### src/rtl/apb_pkg.sv
// rtl/apb_pkg.sv - shared APB types, response codes and lane helper
package apb_pkg;

  typedef enum logic {
    IDLE   = 1'b0,
    ACCESS = 1'b1
  } apb_state_e;

  localparam logic APB_OKAY   = 1'b0;
  localparam logic APB_SLVERR = 1'b1;

  // Number of byte-offset address bits below the word index.
  function automatic int lsb_of(input int data_width);
    return $clog2(data_width / 8);
  endfunction

endpackage

### src/rtl/apb_mem_array.sv
// rtl/apb_mem_array.sv - register array with async clear, one write port, one combinational read port
module apb_mem_array #(
  parameter int DATA_WIDTH = 32,
  parameter int DEPTH      = 16,
  parameter int IW         = 4
) (
  input  logic                  i_clk,
  input  logic                  i_rst,
  input  logic                  i_we,
  input  logic [IW-1:0]         i_waddr,
  input  logic [DATA_WIDTH-1:0] i_wdata,
  input  logic [IW-1:0]         i_raddr,
  output logic [DATA_WIDTH-1:0] o_rdata
);

  logic [DATA_WIDTH-1:0] r_mem [DEPTH];

  always_ff @(posedge i_clk or posedge i_rst) begin
    if (i_rst) begin
      for (int i = 0; i < DEPTH; i++) r_mem[i] <= '0;
    end else if (i_we) begin
      r_mem[i_waddr] <= i_wdata;
    end
  end

  assign o_rdata = r_mem[i_raddr];

endmodule

### src/rtl/apb_slave_mem.sv
// rtl/apb_slave_mem.sv - APB completer with word-addressed register memory and wait states
module apb_slave_mem
  import apb_pkg::*;
#(
  parameter int DATA_WIDTH  = 32,
  parameter int ADDR_WIDTH  = 32,
  parameter int DEPTH       = 16,
  parameter int WAIT_CYCLES = 1
) (
  input  logic                  PCLK,
  input  logic                  PRESET,
  input  logic                  PSEL,
  input  logic                  PENABLE,
  input  logic [ADDR_WIDTH-1:0] PADDR,
  input  logic                  PWRITE,
  input  logic [DATA_WIDTH-1:0] PWRDATA,
  output logic [DATA_WIDTH-1:0] PRDATA,
  output logic                  PREADY,
  output logic                  PSLVERR
);

  localparam int LSB = lsb_of(DATA_WIDTH);
  localparam int IW  = (DEPTH > 1) ? $clog2(DEPTH) : 1;
  localparam logic [ADDR_WIDTH-1:0] ALIGN_MASK = ADDR_WIDTH'((64'd1 << LSB) - 64'd1);
  localparam logic [3:0] CNT_LAST = 4'(WAIT_CYCLES);

  apb_state_e            r_state;
  apb_state_e            w_next;
  logic [3:0]            r_cnt;
  logic [IW-1:0]         r_idx;
  logic                  r_write;
  logic                  r_err;
  logic [DATA_WIDTH-1:0] r_wdata;
  logic [DATA_WIDTH-1:0] r_prdata;

  logic [ADDR_WIDTH-1:0] w_word;
  logic [IW-1:0]         w_idx;
  logic                  w_err;
  logic                  w_setup;
  logic                  w_ready;
  logic                  w_we;
  logic [DATA_WIDTH-1:0] w_rdata;

  assign w_word  = PADDR >> LSB;
  assign w_idx   = w_word[IW-1:0];
  assign w_err   = (|(PADDR & ALIGN_MASK)) || (w_word >= ADDR_WIDTH'(DEPTH));
  assign w_setup = (r_state == IDLE) && PSEL && !PENABLE;

  apb_mem_array #(
    .DATA_WIDTH(DATA_WIDTH),
    .DEPTH     (DEPTH),
    .IW        (IW)
  ) u_mem (
    .i_clk  (PCLK),
    .i_rst  (PRESET),
    .i_we   (w_we),
    .i_waddr(r_idx),
    .i_wdata(r_wdata),
    .i_raddr(w_idx),
    .o_rdata(w_rdata)
  );

  always_ff @(posedge PCLK or posedge PRESET) begin
    if (PRESET) r_state <= IDLE;
    else        r_state <= w_next;
  end

  always_comb begin
    w_next  = r_state;
    w_ready = 1'b0;
    w_we    = 1'b0;
    case (r_state)
      IDLE: begin
        if (PSEL && !PENABLE) w_next = ACCESS;
      end
      ACCESS: begin
        w_ready = (r_cnt == CNT_LAST);
        if (!PSEL) begin
          w_next = IDLE;
        end else if (w_ready && PENABLE) begin
          w_next = IDLE;
          w_we   = r_write && !r_err;
        end
      end
      default: w_next = IDLE;
    endcase
  end

  // Address, data and error are frozen at setup; later bus changes are ignored.
  always_ff @(posedge PCLK or posedge PRESET) begin
    if (PRESET) begin
      r_cnt    <= '0;
      r_idx    <= '0;
      r_write  <= 1'b0;
      r_err    <= 1'b0;
      r_wdata  <= '0;
      r_prdata <= '0;
    end else if (w_setup) begin
      r_cnt   <= '0;
      r_idx   <= w_idx;
      r_write <= PWRITE;
      r_err   <= w_err;
      r_wdata <= PWRDATA;
      if (!PWRITE) r_prdata <= w_err ? '0 : w_rdata;
    end else if ((r_state == ACCESS) && PSEL && !w_ready) begin
      r_cnt <= r_cnt + 4'd1;
    end
  end

  assign PREADY  = w_ready;
  assign PSLVERR = (w_ready && r_err) ? APB_SLVERR : APB_OKAY;
  assign PRDATA  = r_prdata;

endmodule

### config.mk
export PLATFORM = sky130hd
export DESIGN_NAME = apb_slave_mem
export DESIGN_NICKNAME = d
export VERILOG_FILES = /design/src/rtl/apb_pkg.sv /design/src/rtl/apb_mem_array.sv /design/src/rtl/apb_slave_mem.sv
export SDC_FILE = /design/constraint.sdc
export NUM_CORES = 1
export LEC_CHECK = 0
export CAP_MARGIN = 20
export CORE_ASPECT_RATIO = 0.75
export CORE_UTILIZATION = 30
export CTS_BUF_LIST = sky130_fd_sc_hd__clkbuf_16
export DETAILED_ROUTE_END_ITERATION = 12
export GPL_ROUTABILITY_DRIVEN = 0
export GPL_TIMING_DRIVEN = 1
export PLACE_DENSITY = 0.44
export SETUP_SLACK_MARGIN = 0.4
export SLEW_MARGIN = 10
export SYNTH_ARGS = -nofsm -noshare
export SYNTH_HDL_FRONTEND = slang
export SYNTH_SLANG_ARGS = --single-unit
### constraint.sdc
create_clock -name PCLK -period 22.2 [get_ports PCLK]
set_input_delay 5.55 -clock PCLK [delete_from_list [all_inputs] [get_ports PCLK]]
set_output_delay 5.55 -clock PCLK [all_outputs]
set_load 0.02 [all_outputs]
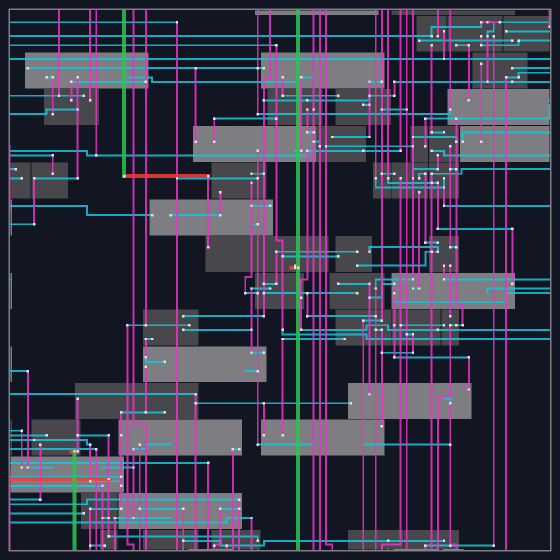
*A small window of the routed layout, run 1*
Window x 153 to 193, y 110 to 150 µm. Cells in grey, sequential cells in the stronger grey; small squares are vias.
colour	layer
cyan	met1
red	met3
magenta	met2
green	met4
sequential cells in the window	13
most frequent	dfrtp_1 (13), mux2_2 (11), mux2i_1 (6)
cells with their middle in the window	45
netlist names of flops here include	`u_mem.r_mem` (12), `PRDATA` (1)

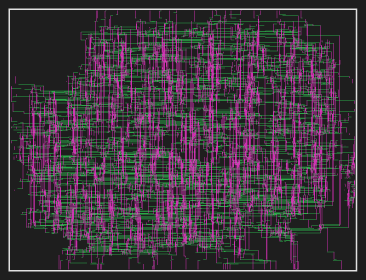
*Routed metal, one colour a layer, run 1*
Drawn at 1 px/µm. Only two layers are drawn.
colour	layer	wire length
magenta	met2	35.5 mm
green	met1	36.3 mm
Wirelength per Cell: 23.6 µm
gr usage total: 0.173
total wire length: 75900 µm
via count: 16285

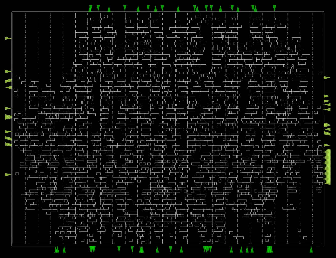
*Cell placement, run 1*
row count: 94
TAP cells: 1152
Seq area share: 0.477

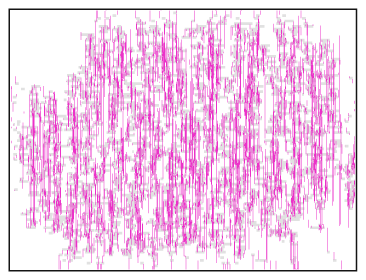
*Metal 2, run 1*
Drawn at 1 px/µm. Cells faint in the background.
longest straight run	114 µm
main direction	vertical
share of all routed wire	47%
wire length on this layer	35.5 mm
met2 Usage GRT: 0.284

==> ci_impl_report.md, run 1 <==
## Implementation flow summary

| Metric | Value |
|---|---|
| Final Skew | about 30 ps |
| Max-cap violations | 0 |
| Final worst slack | 12990 ps |
| Sequential Area | ~0.015 mm² |
| Worst Hold Depth | 1 |
| Antenna Violating Nets Remaining | 0 |
| Max Slew Vio Count | 0 |
| Crit path from | PRESET |
| Clk slew on worst S/H paths | about 50 ps |
| Final Setup Violations | 0 |
| Switching power | between 0.6 and 0.7 mW |
| Seq/Total Area, Yosys | 0.552 |
| CP most frequent cell | buf_4 |
| Fill cells | between 8000 and 9000 |
| Total Power | ~2.3 mW |
| Sequential Power | about 1.2 mW |
| Top cells, area | dfrtp_1, mux2_2, mux2i_1 |
| Largest net degree at the start of global routing | 163 |
| Largest cell class by area | flip-flops and latches |
| Yosys cell types | 36 |
| Logic pwr share | 0.061 |
| CTS root buf | clkbuf_16 |
| Final net count | about 2100 |
| DR iter-0 viols | around 860 |
| Commonest cells post-synth | dfrtp_1, mux2_2, mux2i_1 |
| Signal buf overhead | 0.0451 |
| Worst-case reg-to-reg path depth | 7 |
| Syn_nets | approximately 2000 |
| CP endpoint | r_wdata[10] |
| WHS Endpoint | u_mem.r_mem[439] |
| CP required | approximately 23000 ps |
| Cell Int Power | 1.70 mW |
| YS chip area | roughly 0.027 mm² |
| Largest register FFs | around 510 |
| Cell Chain, Critical Path | clkdlybuf4s50_1 -> clkinvlp_4 -> buf_4 -> buf_4 -> buf_4 -> buf_4 |
| Most frequent logic cells in the routed design | dfrtp_1, mux2_2, mux2i_1, clkdlybuf4s50_1, nor4_1 |
| Post-layout period usage | 0.415 |
| Non-clk bufs | between 100 and 150 |
| Ys flops | 587 |
| Design area | between 0.03 and 0.04 mm² |
| P_comb | between 0.1 and 0.15 mW |
| Hold Buf Count CTS | 0 |
| Grt ovf | 0 |
| Top Consumer | sequential cells |
| Post-Synthesis Cell Area | around 0.027 mm² |
| Hold Path Origin | u_mem.r_mem[439] |
| M1 GR Usage | 0.241 |
| Global-route track usage on met3 | 0.0266 |
| DRT met1 WL | 36300 µm |
| Cell Area, Placed | 0.0289 mm² |
| Combinational share of cell area | 0.368 |
| Share of layout cells above drive strength 1 | 0.324 |
| Inverter count | 3 |
| Family with the most delay on the worst path | buffers and inverters |
| CTS Buf Count | about 66 |
| Most used logic cell in the final layout | dfrtp_1 |
| Post_cts resized | 0 |
| Most common cell in the netlist | dfrtp_1 |
| WP depth | 6 |
| Total leakage power | ~15 nW |
| Crit path kind | in -> async |
| Adder Share, Synth | 0.000941 |
| Clock Power | around 1.0 mW |
| Power Dens Cells | roughly 75 mW/mm² |
| Placed Instances | 3103 |
| H-tree depth | 3 |
| # Cells Yosys | 1967 |
| Clk Latency, worst-skew pair | between 600 and 700 ps |
| Vias in the first global route | between 15000 and 20000 |
| RSZ-0062 raised after global routing | false |
| Aoi share | 0.0400 |
| Post-route minimum period | about 9200 ps |
| OpenROAD warning count | 33 |
| Drt first pass iters | 6 |
| CP max stage cell | buf_4 |
| Busiest metal layer after global routing | met2 |
| First-pass GRT wire length | roughly 120000 µm |
| Width of the die | between 300 and 400 µm |
| Clock Buffer Count | approximately 68 |
| Clock Power Share | 0.430 |
| Hold slack | 484 ps |
| Combinational gate area | between 0.01 and 0.015 mm² |
| Clock network share of area | 0.0623 |
| Fp util | 0.303 |
| Area of the core | between 0.08 and 0.09 mm² |
| Status | finished clean |
| Worst Tran Pin Value | 1110 ps |
| Worst r2r src | r_cnt[1] |
| Reg2reg end | u_mem.r_mem[493] |
| Max rail drop VDD | slightly below 0.05 mV |
| Vias per cell | just over 5 |
| # port buffers | about 100 |
| Final design utilization | 0.351 |
| Fmax | ~110 MHz |
| Die Height | 260 µm |
| Metal3 WL | ~2900 µm |
| Sw frac | 0.264 |
| Flop pwr share | 0.509 |
| DRC | 0 |
| Worst setup SP type | input pin |
| Simple-Gate Area Share | 0.0510 |
| Diode count | 1 |
| Yosys warning tally | 0 |
| Wire length on met2 | 35500 µm |
| Buffers and inverters on the worst path | 6 |
| Seq cells | between 500 and 600 |
| R2R Setup Slk | 18610 ps |
| Mapped Cells | 1967 |
| CTS tree | yes |
| Most flops, register | u_mem.r_mem |
| CTS max path bufs | 3 |
| Post-synth top flop | dfrtp_1 |
| I/O Pins | around 100 |
| MI comb cells | 1217 |
| DPL Wire Length | 40500 µm |
| Crit path arrival time | approximately 9800 ps |
| Layout Cells excl Fill | 3217 |
| Main logic family after synthesis | multiplexers |
| Setup TNS | 0 ps |
| Post-synth EDFFs | 0 |
| Rel. slew slack | 0.260 |
| Chip Footprint | roughly 0.09 mm² |
| Number of antenna violations at the first check in global routing | 1 |
| Mux frac, synth | 0.329 |
| Setup Fix Bufs, Post-CTS | 0 |
| Xor/xnor share | 0.000988 |
| Largest type area fraction | 0.552 |
| Worst Hold Class | reg -> reg |
| Clk sink count | 587 |
| Worst-path fanout max | 66 |
| Placement Setup Slack | ~12000 ps |
--- run 2 (diff from run 1) ---
Settings changed: PLACE_DENSITY 0.44 to 0.42.
Clock period 22.2 ns to 9.34 ns, I/O delays scaled along.
==> ci_impl_report.md, run 2 <==
## Implementation flow summary

| Metric | Value |
|---|---|
| DR iter-0 viols | between 600 and 700 |
| YS chip area | ~0.027 mm² |
| Flop pwr share | 0.501 |
| First-pass GRT wire length | between 100000 and 150000 µm |
| Total wire length | 74200 µm |
| Family with the most delay on the worst path | simple AND/OR/NAND/NOR gates |
| Total Power | about 5.6 mW |
| Design area | 0.0310 mm² |
| Placed Instances | about 3100 |
| Vias per cell | between 5 and 6 |
| Post-route minimum period | 5020 ps |
| Met2 Usage GRT | 0.267 |
| Post_cts resized | 0 |
| Via count | about 16000 |
| Sw frac | 0.261 |
| Seq cells | between 500 and 600 |
| Combinational gate area | around 0.011 mm² |
| Cell Int Power | a little over 4 mW |
| P_comb | roughly 0.33 mW |
| Reg2reg end | u_mem.r_mem[472] |
| Switching power | roughly 1.5 mW |
| Number of antenna violations at the first check in global routing | 0 |
| Largest type area fraction | 0.552 |
| Post-layout period usage | 0.537 |
| Post-synth top flop | dfrtp_1 |
| Row count | approximately 94 |
| Largest register FFs | ~500 |
| Post-synth EDFFs | 0 |
| Post-Synthesis Cell Area | about 0.027 mm² |
| Most used logic cell in the final layout | dfrtp_1 |
| Setup Fix Bufs, Post-CTS | 0 |
| Worst Tran Pin Value | ~1100 ps |
| Fmax | 199 MHz |
| Hold Path Origin | u_mem.r_mem[211] |
| CP required | 9820 ps |
| Final net count | around 2100 |
| Clock Power Share | 0.441 |
| Worst Hold Depth | 1 |
| R2R Setup Slk | about 5800 ps |
| Crit path from | PENABLE |
| Final design utilization | 0.353 |
| Die Height | approximately 260 µm |
| Area of the core | around 0.088 mm² |
| Syn_nets | between 2000 and 2500 |
| Largest cell class by area | flip-flops and latches |
| Metal3 WL | 1970 µm |
| Cell Area, Placed | 0.0289 mm² |
| Xor/xnor share | 0.000988 |
| CTS Buf Count | 66 |
| Grt ovf | 0 |
| CTS max path bufs | 3 |
| H-tree depth | 3 |
| Power Dens Cells | 181 mW/mm² |
| Mapped Cells | approximately 2000 |
| Max Slew Vio Count | 0 |
| Clk slew on worst S/H paths | roughly 60 ps |
| Most frequent logic cells in the routed design | dfrtp_1, mux2_2, mux2i_1, clkdlybuf4s50_1, nor4_1 |
| Placement Setup Slack | 3610 ps |
| Setup TNS | 0 ps |
| Crit path arrival time | ~5500 ps |
| Rel. slew slack | 0.248 |
| Worst-path fanout max | 20 |
| Cell Chain, Critical Path | clkdlybuf4s50_1 -> nand4_4 -> nor4_4 -> buf_4 -> mux2_2 |
| Non-clk bufs | approximately 140 |
| DPL Wire Length | approximately 42000 µm |
| Logic pwr share | 0.059 |
| Simple-Gate Area Share | 0.0510 |
| Vias in the first global route | between 15000 and 20000 |
| Seq area share | 0.474 |
| Clk sink count | 587 |
| Sequential Power | ~2.8 mW |
| Total leakage power | between 10 and 15 nW |
| Commonest cells post-synth | dfrtp_1, mux2_2, mux2i_1 |
| Ys flops | 587 |
| Final Skew | 20.7 ps |
| CP max stage cell | nor4_4 |
| DRC | 0 |
| Final Setup Violations | 0 |
| # port buffers | roughly 100 |
| Worst Hold Class | reg -> reg |
| Seq/Total Area, Yosys | 0.552 |
| Top Consumer | sequential cells |
| RSZ-0062 raised after global routing | false |
| Antenna Violating Nets Remaining | 0 |
| Most common cell in the netlist | dfrtp_1 |
| Aoi share | 0.0400 |
| Chip Footprint | between 0.08 and 0.09 mm² |
| DRT met1 WL | about 37000 µm |
| Main logic family after synthesis | multiplexers |
| Top cells, area | dfrtp_1, mux2_2, mux2i_1 |
| Gr usage total | 0.169 |
| Max-cap violations | 0 |
| Inverter count | 3 |
| Mux frac, synth | 0.329 |
| Adder Share, Synth | 0.000941 |
| M1 GR Usage | 0.243 |
| Final worst slack | between 4000 and 5000 ps |
| Worst r2r src | r_cnt[1] |
| Signal buf overhead | 0.0470 |
| Largest net degree at the start of global routing | 178 |
| Max rail drop VDD | around 0.12 mV |
| Fp util | 0.303 |
| Diode count | 1 |
| Global-route track usage on met3 | 0.0244 |
| Clock Buffer Count | approximately 69 |
| Worst setup SP type | input pin |
| Width of the die | between 300 and 400 µm |
| Most flops, register | u_mem.r_mem |
| CTS root buf | clkbuf_16 |
| Buffers and inverters on the worst path | 2 |
| Share of layout cells above drive strength 1 | 0.323 |
| Sequential Area | roughly 0.015 mm² |
| Wire length on met2 | 33600 µm |
| Clk Latency, worst-skew pair | 610 ps |
| Clock network share of area | 0.0646 |
| Status | finished clean |
| Clock Power | ~2.5 mW |
| # Cells Yosys | roughly 2000 |
| Busiest metal layer after global routing | met2 |
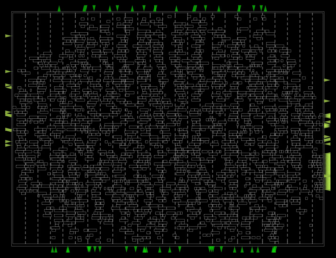
*Cell placement, run 2*
Layout Cells excl Fill: 3216
Fill cells: 8482

Power figures rest on the tool's default switching activity, not on a simulated workload.
